<file path="src/rtl/instr_sequencer_if.sv">
// Bundle of the run/fetch/unit signals for instr_sequencer; the sequencer uses the slave
// modport and the driving side uses master. dbg_state mirrors the FSM state register.
interface instr_sequencer_if;
  logic       run;
  logic [7:0] instr;
  logic       instr_valid;
  logic [3:0] unit_done;
  logic       fetch_req;
  logic [3:0] unit_start;
  logic [2:0] src_sel;
  logic [2:0] dst_sel;
  logic       busy;
  logic       halted;
  logic [7:0] instr_count;
  logic       timeout_err;
  logic [2:0] dbg_state;

  modport slave (
    input  run, instr, instr_valid, unit_done,
    output fetch_req, unit_start, src_sel, dst_sel, busy, halted,
           instr_count, timeout_err, dbg_state
  );

  modport master (
    output run, instr, instr_valid, unit_done,
    input  fetch_req, unit_start, src_sel, dst_sel, busy, halted,
           instr_count, timeout_err, dbg_state
  );
endinterface

</file>
<file path="src/rtl/instr_sequencer.sv">
// Fetch/decode/issue/wait/retire sequencer driving four execution units.
// Optional WAIT watchdog enabled by defining SEQ_WATCHDOG_EN.
module instr_sequencer (
  input  logic              clk,
  input  logic              reset,
  instr_sequencer_if.slave  bus
);
  typedef enum logic [2:0] {
    S_IDLE   = 3'd0,
    S_FETCH  = 3'd1,
    S_DECODE = 3'd2,
    S_ISSUE  = 3'd3,
    S_WAIT   = 3'd4,
    S_RETIRE = 3'd5,
    S_HALT   = 3'd6
  } state_t;

  state_t     r_state;
  state_t     w_next;
  logic [7:0] r_instr;
  logic [2:0] r_src_sel;
  logic [2:0] r_dst_sel;
  logic [7:0] r_instr_count;
  logic       r_fetch_req;
  logic [3:0] r_unit_start;
  logic       r_busy;
  logic       r_halted;
  logic [1:0] w_op;
  logic [3:0] w_start_onehot;
  logic       w_done;
  logic       w_wd_expire;

  assign w_op           = r_instr[7:6];
  assign w_start_onehot = 4'b0001 << w_op;
  // Only the issued unit's done bit matters; the others are don't-care.
  assign w_done         = bus.unit_done[w_op];

`ifdef SEQ_WATCHDOG_EN
  logic [3:0] r_wd_cnt;
  logic       r_timeout_err;

  // Expires at the end of the 15th WAIT cycle without a matching done.
  assign w_wd_expire = (r_state == S_WAIT) && !w_done && (r_wd_cnt == 4'd14);

  always_ff @(posedge clk or posedge reset) begin
    if (reset) begin
      r_wd_cnt      <= 4'd0;
      r_timeout_err <= 1'b0;
    end else begin
      if (r_state == S_ISSUE)     r_wd_cnt <= 4'd0;
      else if (r_state == S_WAIT) r_wd_cnt <= r_wd_cnt + 4'd1;
      if (w_wd_expire)            r_timeout_err <= 1'b1;
    end
  end

  assign bus.timeout_err = r_timeout_err;
`else
  assign w_wd_expire     = 1'b0;
  assign bus.timeout_err = 1'b0;
`endif

  always_comb begin
    w_next = r_state;
    case (r_state)
      S_IDLE:   if (bus.run) w_next = S_FETCH;
      S_FETCH:  if (bus.instr_valid) w_next = S_DECODE;
      S_DECODE: w_next = (r_instr == 8'hFF) ? S_HALT : S_ISSUE;
      S_ISSUE:  w_next = S_WAIT;
      S_WAIT: begin
        if (w_done)           w_next = S_RETIRE;
        else if (w_wd_expire) w_next = S_IDLE;
      end
      S_RETIRE: w_next = bus.run ? S_FETCH : S_IDLE;
      S_HALT:   w_next = S_HALT;
      default:  w_next = S_IDLE;
    endcase
  end

  // Outputs are registered from the next state so they line up with the state they describe.
  always_ff @(posedge clk or posedge reset) begin
    if (reset) begin
      r_state       <= S_IDLE;
      r_instr       <= 8'd0;
      r_src_sel     <= 3'd0;
      r_dst_sel     <= 3'd0;
      r_instr_count <= 8'd0;
      r_fetch_req   <= 1'b0;
      r_unit_start  <= 4'd0;
      r_busy        <= 1'b0;
      r_halted      <= 1'b0;
    end else begin
      r_state <= w_next;
      if (r_state == S_FETCH && bus.instr_valid) r_instr <= bus.instr;
      if (r_state == S_DECODE && r_instr != 8'hFF) begin
        r_src_sel <= r_instr[5:3];
        r_dst_sel <= r_instr[2:0];
      end
      if (r_state == S_RETIRE) r_instr_count <= r_instr_count + 8'd1;
      r_fetch_req  <= (w_next == S_FETCH);
      r_unit_start <= (w_next == S_ISSUE) ? w_start_onehot : 4'd0;
      r_busy       <= !(w_next == S_IDLE || w_next == S_HALT);
      r_halted     <= (w_next == S_HALT);
    end
  end

  assign bus.fetch_req   = r_fetch_req;
  assign bus.unit_start  = r_unit_start;
  assign bus.src_sel     = r_src_sel;
  assign bus.dst_sel     = r_dst_sel;
  assign bus.busy        = r_busy;
  assign bus.halted      = r_halted;
  assign bus.instr_count = r_instr_count;
  assign bus.dbg_state   = r_state;
endmodule

</file>
<file path="src/flat_wrapper.sv">
// flat-port wrapper written by rule: the top's interface ports become plain ports
module instr_sequencer_flat 
  (clk, reset, bus_run, bus_instr, bus_instr_valid, bus_unit_done, bus_fetch_req, bus_unit_start, bus_src_sel, bus_dst_sel, bus_busy, bus_halted, bus_instr_count, bus_timeout_err, bus_dbg_state);
  instr_sequencer_if bus_i ();
  input  logic clk;
  input  logic reset;
  input wire logic [$bits(bus_i.run)-1:0] bus_run;
  input wire logic [$bits(bus_i.instr)-1:0] bus_instr;
  input wire logic [$bits(bus_i.instr_valid)-1:0] bus_instr_valid;
  input wire logic [$bits(bus_i.unit_done)-1:0] bus_unit_done;
  output wire logic [$bits(bus_i.fetch_req)-1:0] bus_fetch_req;
  output wire logic [$bits(bus_i.unit_start)-1:0] bus_unit_start;
  output wire logic [$bits(bus_i.src_sel)-1:0] bus_src_sel;
  output wire logic [$bits(bus_i.dst_sel)-1:0] bus_dst_sel;
  output wire logic [$bits(bus_i.busy)-1:0] bus_busy;
  output wire logic [$bits(bus_i.halted)-1:0] bus_halted;
  output wire logic [$bits(bus_i.instr_count)-1:0] bus_instr_count;
  output wire logic [$bits(bus_i.timeout_err)-1:0] bus_timeout_err;
  output wire logic [$bits(bus_i.dbg_state)-1:0] bus_dbg_state;
  assign bus_i.run = bus_run;
  assign bus_i.instr = bus_instr;
  assign bus_i.instr_valid = bus_instr_valid;
  assign bus_i.unit_done = bus_unit_done;
  assign bus_fetch_req = bus_i.fetch_req;
  assign bus_unit_start = bus_i.unit_start;
  assign bus_src_sel = bus_i.src_sel;
  assign bus_dst_sel = bus_i.dst_sel;
  assign bus_busy = bus_i.busy;
  assign bus_halted = bus_i.halted;
  assign bus_instr_count = bus_i.instr_count;
  assign bus_timeout_err = bus_i.timeout_err;
  assign bus_dbg_state = bus_i.dbg_state;
  instr_sequencer u_core (.clk(clk), .reset(reset), .bus(bus_i));
endmodule
</file>
<file path="config.mk">
export PLATFORM = sky130hd
export DESIGN_NAME = instr_sequencer_flat
export DESIGN_NICKNAME = d
export VERILOG_FILES = /design/src/rtl/instr_sequencer_if.sv /design/src/rtl/instr_sequencer.sv /design/src/flat_wrapper.sv
export SDC_FILE = /design/constraint.sdc
export NUM_CORES = 1
export LEC_CHECK = 0
export CAP_MARGIN = 0
export CELL_PAD_IN_SITES_DETAIL_PLACEMENT = 1
export CELL_PAD_IN_SITES_GLOBAL_PLACEMENT = 2
export CORE_ASPECT_RATIO = 0.9
export CORE_MARGIN = 4
export CORE_UTILIZATION = 25
export DETAILED_ROUTE_END_ITERATION = 10
export GPL_TIMING_DRIVEN = 0
export PLACE_DENSITY_LB_ADDON = 0.1
export SKIP_LAST_GASP = 1
export SLEW_MARGIN = 10
export SYNTH_ARGS = -nofsm -noshare
export SYNTH_HDL_FRONTEND = slang
export SYNTH_SLANG_ARGS = --single-unit
</file>
<file path="constraint.sdc">
create_clock -name clk -period 1.8 [get_ports clk]
set_input_delay 0.36 -clock clk [delete_from_list [all_inputs] [get_ports clk]]
set_output_delay 0.36 -clock clk [all_outputs]
set_load 0.01 [all_outputs]
</file>
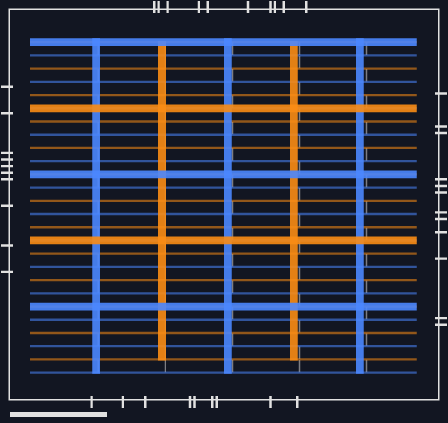
Figure 1: run 1, power grid.
The bar under the picture is 20 microns long. Pins as bars on the die edge. Tap cells in gray.
legend:
  blue:
    net: VSS
  orange:
    net: VDD
rows: 25
signal pins: 41

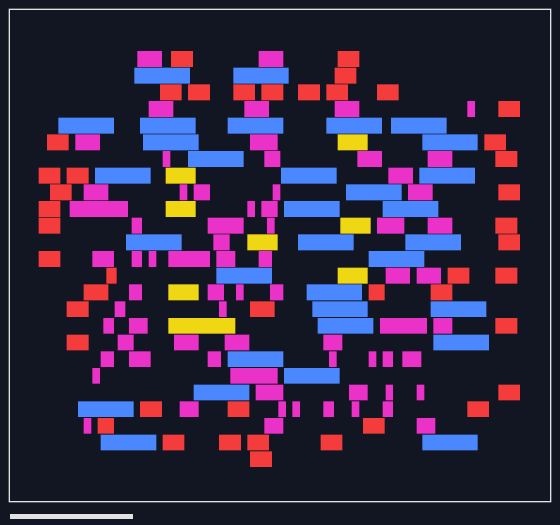
Figure 2: run 1, cell classes on the final placement.
The bar under the picture is 20 microns long.
legend:
  blue:
    class: flip-flops
    cells: 32
    share_of_their_area: 41%
  magenta:
    class: all other logic
    cells: 71
    share_of_their_area: 31%
  red:
    class: other buffers and delay cells
    cells: 44
    share_of_their_area: 22%
  yellow:
    class: clock drivers and dummy loads
    cells: 8
    share_of_their_area: 6.4%

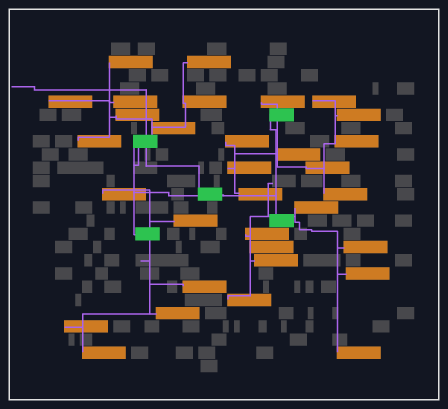
Figure 3: run 1, clock network drawn from the DEF.
legend:
  green:
    item: cells driving clock nets
    count: 5
  orange:
    item: flip-flops
    count: 32
  purple:
    item: clock wires
    length: 454 microns
routed clock nets: 6
clk latency late pin: 280 ps
Clock Skew: 1.99 ps
clock power share: 23.0%

-- run 1: metal layers --
metal  part of all wire, %  GRT usage [%]  up-vias
li1                      -              -      464
met1                    46           13.8      463
met2                    47           15.8       26
met3                   5.8           2.97        5
met4                   1.0           4.08        0
met5                     0              0        -
-- run 1: sequential cells by signal (all words and copies together) (netlist names) --
| register | cells |
|---|---|
| u_core.bus.halted | 1 |
| u_core.bus.src_sel | 3 |
| u_core.bus.unit_start | 4 |
| u_core.bus.fetch_req | 1 |
| u_core.bus.busy | 1 |
| u_core.bus.dbg_state | 3 |
| u_core.bus.instr_count | 8 |
| u_core.r_instr | 8 |
| u_core.bus.dst_sel | 3 |
-- run 1: power by group --
group          total, uW  internal, uW  switching, uW
Combinational       1250           736            512
Clock                749           488            260
Sequential          1250           993            260
-- run 1: cell usage after synthesis, drive strengths merged (3+ instances only) --
| master | instances |
|---|---|
| inv | 4 |
| nand2 | 5 |
| dfrtp | 32 |
| nor3b | 3 |
| nor2 | 8 |
| mux2 | 15 |
| nand2b | 3 |
| buf | 5 |
| nand3 | 4 |
| nand4 | 3 |
| xor2 | 6 |
-- run 1: final cells by class --
type | instances | area (sq um) | area share, %
buffer | 5 | 42.5 | 2.08
clock buffer | 7 | 96.3 | 4.72
clock inverter | 1 | 30.0 | 1.47
inverter | 4 | 15.0 | 0.735
multi-input combinational | 67 | 584 | 28.6
sequential | 32 | 801 | 39.2
tap | 67 | 83.8 | 4.10
timing repair buffer | 39 | 390 | 19.1
-- run 1: through the flow --
stage          instance area, sq um  TNS, ps  worst slack (ps)
6_report                       2040        0               107
3_3_place_gp                   1920    -3460             -90.8
5_1_grt                        2040        0              31.9
2_1_floorplan                  1440        0               335
3_5_place_dp                   1920     -834              -114
4_1_cts                        2040        0              90.2
-- run 1: logic make-up after synthesis --
logic type	Yosys count	share of synthesized area [%]
compound gates	9	5.47
xor+xnor	7	4.25
fa+ha+maj	1	0.867
buf+inv	9	3.99
flops	32	55.5
mux	16	13.5
other cells	1	0.260
simple gates	33	16.1
-- run 1: worst max-delay path by stage --
stage	endpoint	slack (ps)	start
detailed placement	u_core.r_instr[3]$_DFFE_PP0P_	-110	bus_instr_valid
CTS	bus_dbg_state[0]	90	u_core.bus.dbg_state[0]$_DFF_PP0_
global placement	u_core.bus.fetch_req$_DFF_PP0_	-90	reset
global route	bus_dbg_state[0]	30	u_core.bus.dbg_state[0]$_DFF_PP0_
finish	bus_dbg_state[0]	110	u_core.bus.dbg_state[0]$_DFF_PP0_
floorplan	u_core.r_instr[0]$_DFFE_PP0P_	330	u_core.bus.dbg_state[2]$_DFF_PP0_
-- run 1: cells in the final DEF, fill, tap and decap left out, types with 2 or more instances in the layout --
cell	netlist	layout
buf_4	2	2
xor2_1	6	6
clkbuf_8	0	7
clkdlybuf4s50_1	0	39
dfrtp_1	32	32
nand2_1	5	5
nand3_1	4	4
nor3_1	2	2
mux2_2	15	15
inv_1	4	3
nor3b_1	2	2
nand4_2	2	2
buf_6	2	2
nor2_1	8	8
nand2b_1	3	3
==> changes_impl.md, run 1 <==
## Flow update

* Crit-path cells: clkdlybuf4s50_1
* Hold WC Path Type: register to register
* Final setup violation count at 0
* TritonRoute pass-1 iters at 4
* CTS sink count at 32
* First-pass GRT wire length at 5.45 mm
* Post-Syn Instances at ~110
* Post-CTS Setup Inserts at 0
* Number of vias per cell at 4.32
* Outcome: complete, no violations
* Hold depth at 1
* Leakage power at 0.000892 uW
* Flops & latches, synth at 32
* Critical Path AT at about 1300 ps
* Clk root buf: clkbuf_8
* Initial antenna violation count at 0
* Core footprint at approximately 5400 sq um
* ANT cells at 0
* DR vias at 958
* Area grow syn2layout at 41.6%
* # Cells Yosys at approximately 110
* Post-route ant nets at 0
* Hold slack at 463 ps
* Site Rows at 25
* Fin cells at about 220
* FFs w/ async S/R, synth at 100%
* Power density of the placed cells at 1590 nW/um^2
* Crit path max-delay cell type: clkdlybuf4s50_1
* CP peak stage delay at around 590 ps
* Critical Path End Type: output port
* Synth Seq Share at 55.5%
* TritonCTS buffer count at 5
* Total die area at approximately 7100 sq um
* Cell taking the most area after synthesis: dfrtp_1
* Core Util at FP at approximately a quarter
* Worst Hold Path EP: u_core.bus.instr_count[7]$_DFFE_PP0N_
* Worst Max-Slew Pin Slew at between 600 and 700 ps
* Synth Warn # at 0
Figure 4. Routed metal, one color a layer (run 1).
The bar under the picture is 20 microns long. Only two layers are drawn.
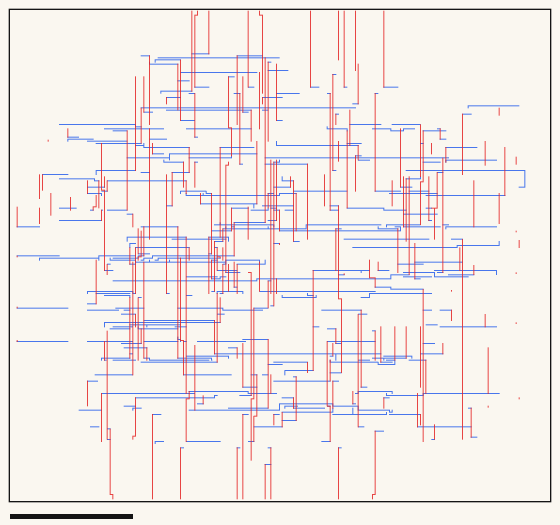

==> run 2: changes to the inputs <==
ABC_AREA = 1   (was default)
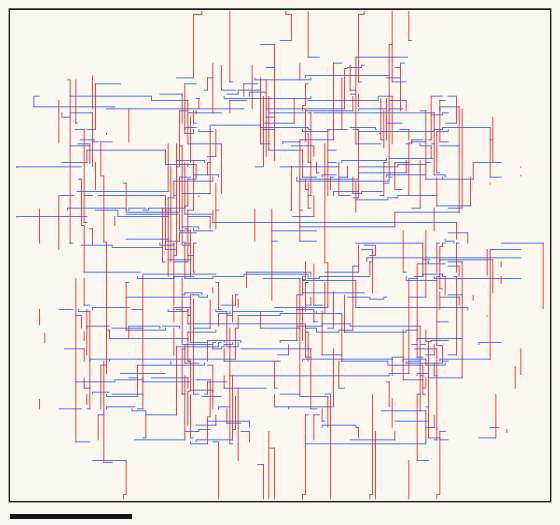
Figure 5: run 2, routed metal, one color a layer.
The bar under the picture is 20 microns long. Only two layers are drawn.
legend:
  blue:
    layer: met1
    wire_length: 1760 microns
  red:
    layer: met2
    wire_length: 1920 microns
DR vias: 1288
GR Util All Layers: 12.2%

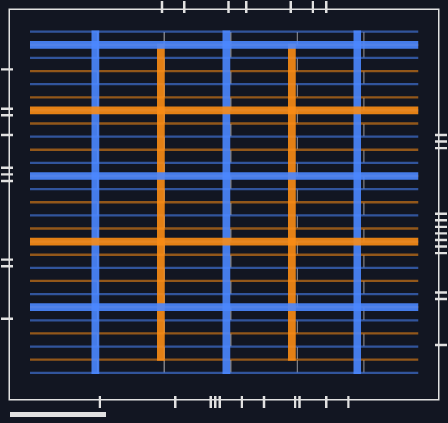
Figure 6: run 2, power grid.
The bar under the picture is 20 microns long. Pins as bars on the die edge. Tap cells in gray.
legend:
  orange:
    net: VDD
  blue:
    net: VSS
met4 straps: 5
rows: 26
signal pins: 41

==> run 2 against run 1 <==
Against the previous run:
- non-clock buffer count fell by 2
- clock skew hardly changed
- cell count increased by 32%
- largest power group unchanged
==> changes_impl.md, run 2 <==
## Flow update

* Hold depth at 2
* # Cells Yosys at 175
* FFs w/ async S/R, synth at 100%
* Avg Cell Area, Syn at between 8 and 9 sq um
* Outcome: complete, no violations
* Crit-path cells: clkdlybuf4s50_1
* Synth Seq Share at approximately 55%
* Initial antenna violation count at 0
* Worst Hold Path EP: u_core.bus.src_sel[1]$_DFFE_PP0P_
* Synth Warn # at 0
* CP peak stage delay at ~600 ps
* Post-Syn Instances at 175
* Critical Path AT at 1380 ps
* Area grow syn2layout at 38.7%
* Core footprint at about 5700 sq um
* First-pass GRT wire length at 6.64 mm
* Max Buffers Root-to-Sink at 2
* Post-CTS Setup Inserts at 0
* ANT cells at 0
* TritonRoute pass-1 iters at 4
* Top post-synthesis cells by count: nand2_1, dfrtp_1, inv_1, nand3_1, nor2_1
* Critical Path End Type: output port
* Post-CTS Hold Fix Bufs at 0
* Total die area at 7160 sq um
* Site Rows at 26
* Clk latency late pin at about 270 ps
* Power density of the placed cells at roughly 1400 nW/um^2
* Most instantiated logic cells after routing: nand2_1, clkdlybuf4s50_1, dfrtp_1
* Number of vias per cell at 4.41
* Crit path max-delay cell type: clkdlybuf4s50_1
* Worst Max-Slew Pin Slew at 696 ps
* CTS sink count at 32
* Die Width at 88.7 microns
* CP delay by family, top: buffers and inverters
* Sum Neg Setup Slack at 0 ps
* Post-route ant nets at 0
* Core Util at FP at between 20% and 30%
* Final setup violation count at 0
* Flops & latches, synth at 32
* Clock Skew at around 2.1 ps
* Leakage power at roughly 0.001 uW
* Hold WC Path Type: register to register
* Cell taking the most area after synthesis: dfrtp_1
* Top-count cell post-synth: nand2_1
* Clk root buf: clkbuf_8
* TritonCTS buffer count at 5
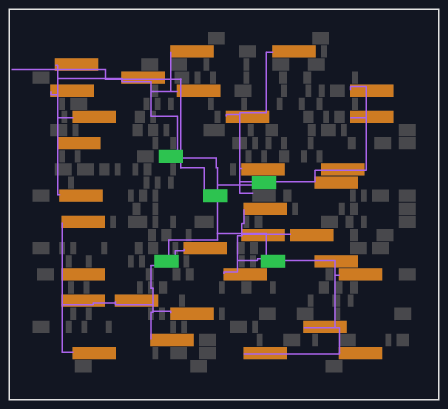
Figure 7: run 2, clock network drawn from the DEF.
legend:
  orange:
    item: flip-flops
    count: 32
  green:
    item: cells driving clock nets
    count: 5
  purple:
    item: clock wires
    length: 496 microns
flops lie: widely spread

run 2: netlist changes by cell type in the layout (fill, tap and decap cells not counted), sizes merged, moves of 6 or more:
| cell | before | now |
|---|---|---|
| nand3 | 4 | 17 |
| inv | 4 | 21 |
| nor2 | 8 | 14 |
| nand2 | 5 | 67 |
| mux2 | 15 | 0 |
run 2: how the worst max path moves through the flow:
stage                                            startpoint                          end
after floorplan           u_core.bus.dbg_state[2]$_DFF_PP0_    u_core.bus.busy$_DFF_PP0_
after global placement                                reset  u_core.bus.halted$_DFF_PP0_
after detailed placement                    bus_instr_valid    u_core.bus.busy$_DFF_PP0_
after CTS                 u_core.bus.dbg_state[2]$_DFF_PP0_             bus_dbg_state[2]
after global routing      u_core.bus.dbg_state[2]$_DFF_PP0_             bus_dbg_state[2]
final                     u_core.bus.dbg_state[2]$_DFF_PP0_             bus_dbg_state[2]
run 2: per-layer routing:
| layer | global-route usage [%] | up-vias | wire (microns) | share of wire, % |
|---|---|---|---|---|
| li1 | - | 633 | - | - |
| met4 | 3.47 | 0 | 46 | 1.2 |
| met1 | 14.6 | 617 | 1760 | 44 |
| met2 | 20.3 | 34 | 1920 | 48 |
| met3 | 4.41 | 4 | 260 | 6.5 |
| met5 | 0 | - | 0 | 0 |
run 2: cells by family (layout without fill, tap and decap cells):
family / count (synthesis) / after routing / synth area share, %
AND-OR/OR-AND: 5 / 5 / 1.71
XOR/XNOR: 4 / 4 / 2.39
adder cells (fa/ha/maj): 1 / 1 / 0.853
buffers and inverters: 24 / 71 / 7.00
flip-flops: 32 / 32 / 54.6
other: 1 / 1 / 0.256
AND/OR/NAND/NOR: 108 / 108 / 33.2
run 2: report_power, final:
group | leakage (uW) | internal [uW] | switching [uW]
Combinational | 0.000548 | 523 | 606
Clock | 0.0000455 | 312 | 254
Sequential | 0.000415 | 966 | 236
Total | 0.00101 | 1800 | 1100
run 2: per-stage QoR:
| step | hold slack (ps) | cell area, sq um | total power [uW] | cells | setup slack, ps |
|---|---|---|---|---|---|
| after floorplan | 464 | 1470 | 1790 | 175 | 590 |
| after global placement | 460 | 1940 | 2320 | 284 | -59.7 |
| after detailed placement | 464 | 1940 | 2370 | 284 | 118 |
| after CTS | 480 | 2030 | 2970 | 292 | 48.0 |
| after global routing | 507 | 2030 | 3170 | 292 | 7.91 |
| final | 471 | 2030 | 2900 | 292 | 61.2 |
run 2: area by class of cell:
type                       instances  area [sq um]
tap                               70          87.6
clock buffer                       8          90.1
timing repair buffer              39           390
buffer                             3          23.8
multi-input combinational        119           563
inverter                          21          78.8
sequential                        32           801
fill                             683          3660
==> run 3: changes to the inputs <==
CAP_MARGIN = 5   (was 0)
CTS_CLUSTER_DIAMETER = 200   (was default)
HOLD_SLACK_MARGIN = 0.03   (was default)
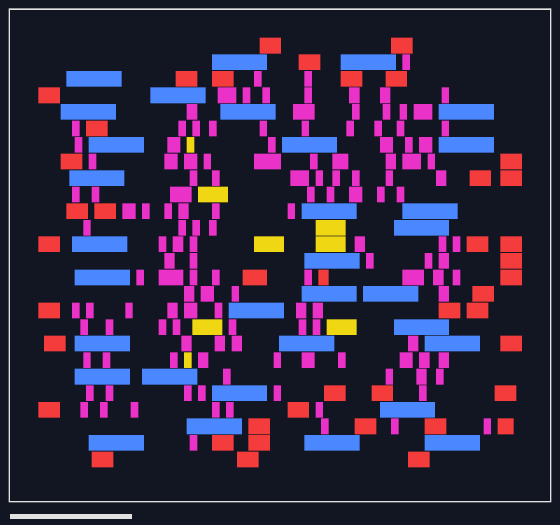
Figure 8: run 3, cell classes on the final placement.
The bar under the picture is 20 microns long.
legend:
  blue:
    class: flip-flops
    cells: 32
    share_of_their_area: 41%
  magenta:
    class: all other logic
    cells: 140
    share_of_their_area: 33%
  yellow:
    class: clock drivers and dummy loads
    cells: 8
    share_of_their_area: 4.6%
  red:
    class: other buffers and delay cells
    cells: 42
    share_of_their_area: 21%
core footprint: 5690 sq um
flop share of the area: 39.4%

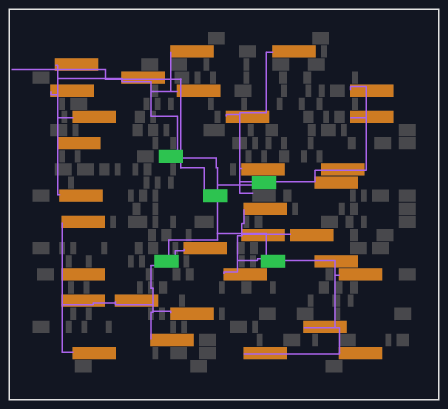
Figure 9: run 3, clock network drawn from the DEF.
legend:
  purple:
    item: clock wires
    length: 496 microns
  green:
    item: cells driving clock nets
    count: 5
  orange:
    item: flip-flops
    count: 32
routed clock nets: 6

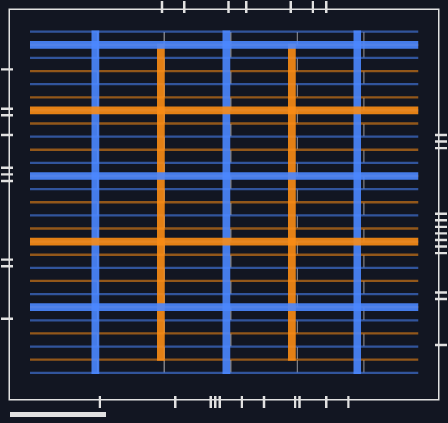
Figure 10: run 3, power grid.
The bar under the picture is 20 microns long. Pins as bars on the die edge. Tap cells in gray.
legend:
  blue:
    net: VSS
  orange:
    net: VDD
met4 straps: 5
signal pins: 41
met1 rails: 27
rows: 26
VDD IR max: 0.415 mV
Die Width: 88.7 microns

==> run 3 against run 2 <==
Against the previous run:
- via count stayed put
- final area stayed put
- largest cell class unchanged
- first-iteration DRC count stayed put
- die size stayed put
- critical path type unchanged
- critical endpoint unchanged
==> changes_impl.md, run 3 <==
## Flow update

* Crit path max-delay cell type: clkdlybuf4s50_1
* Synth Seq Share at a little over half
* DR vias at between 1k and 1.5k
* Site Rows at 26
* Power density of the placed cells at between 1000 and 1500 nW/um^2
* Cell taking the most area after synthesis: dfrtp_1
* Dpl cells at ~280
* Outcome: complete, no violations
* TritonCTS buffer count at 5
* Flops & latches, synth at 32
* Critical Path End Type: output port
* Clk latency late pin at approximately 270 ps
* CTS sink count at 32
* Most instantiated logic cells after routing: nand2_1, clkdlybuf4s50_1, dfrtp_1
* Top-count cell post-synth: nand2_1
* TritonRoute pass-1 iters at 4
* Fin cells at between 200 and 300
* Max Buffers Root-to-Sink at 2
* Hold WC Path Type: register to register
* Critical Path AT at ~1400 ps
* First-pass GRT wire length at approximately 6.6 mm
* Avg Cell Area, Syn at 8.38 sq um
* Total die area at around 7000 sq um
* Core Util at FP at between 20% and 30%
* GR Util All Layers at between 10% and 20%
* CP peak stage delay at roughly 600 ps
* Clk root buf: clkbuf_8
* FFs w/ async S/R, synth at 100%
* Leakage power at 0.00101 uW
* Clock Skew at roughly 2.1 ps
* Area grow syn2layout at 38.7%
* Crit-path cells: clkdlybuf4s50_1
* CP delay by family, top: buffers and inverters
## run 3: per-layer routing
layer | part of all wire (%) | track usage [%]
met5 | 0 | 0
met4 | 1.2 | 3.47
met3 | 6.5 | 4.41
met2 | 48 | 20.3
met1 | 44 | 14.6
## run 3: where the power goes
group | switching, uW | total, uW | leakage (uW) | internal, uW
sequential | 236 | 1200 | 0.000415 | 966
clock | 254 | 566 | 0.0000455 | 312
combinational | 606 | 1130 | 0.000548 | 523
total | 1100 | 2900 | 0.00101 | 1800
## run 3: final timing paths
kind,startpoint,end,depth (start not counted)
min reg2reg,u_core.bus.src_sel[1]$_DFFE_PP0P_,u_core.bus.src_sel[1]$_DFFE_PP0P_,2
max,u_core.bus.dbg_state[2]$_DFF_PP0_,bus_dbg_state[2],1
max in group asynchronous,reset,u_core.bus.dst_sel[0]$_DFFE_PP0P_,2
min,u_core.bus.src_sel[1]$_DFFE_PP0P_,u_core.bus.src_sel[1]$_DFFE_PP0P_,2
max reg2reg,u_core.bus.dbg_state[2]$_DFF_PP0_,u_core.bus.busy$_DFF_PP0_,8
min in group asynchronous,reset,u_core.bus.src_sel[1]$_DFFE_PP0P_,2
## run 3: cell families after synthesis
| group | share of synthesized area, % |
|---|---|
| other | 0.256 |
| adder cells (fa/ha/maj) | 0.853 |
| flip-flops | 54.6 |
| XOR/XNOR | 2.39 |
| buffers and inverters | 7.00 |
| AND/OR/NAND/NOR | 33.2 |
| AND-OR/OR-AND | 1.71 |
## run 3: cell type report
cell class	count	area, sq um
well taps	70	87.6
plain buffers	3	23.8
inverters	21	78.8
multi-input cells	119	563
repair buffers	39	390
fillers	683	3660
clock buffers	8	90.1
flip-flops and latches	32	801
## run 3: through the flow
step	instance area (sq um)	setup WS, ps	power (uW)	utilization (%)	setup TNS, ps
finish	2030	61.2	2900	35.7	0
global placement	1940	-59.7	2320	34.2	-1850
CTS	2030	48.0	2970	35.7	0
detailed placement	1940	118	2370	34.2	0
floorplan	1470	590	1790	-	0
global route	2030	7.91	3170	35.7	0

==> notes/layouts.md <==
Pictures saved along the way, in no particular order.

Placement view.
Plate I
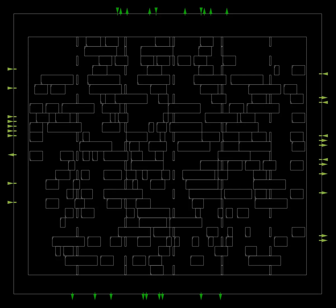
Plate II
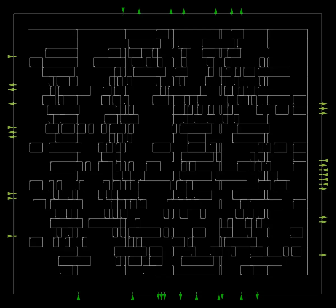
The one with the most cells is Plate II.
For run 2, see Plate II.
For run 1, see Plate I.

Power is estimated from default activity; no workload was simulated.
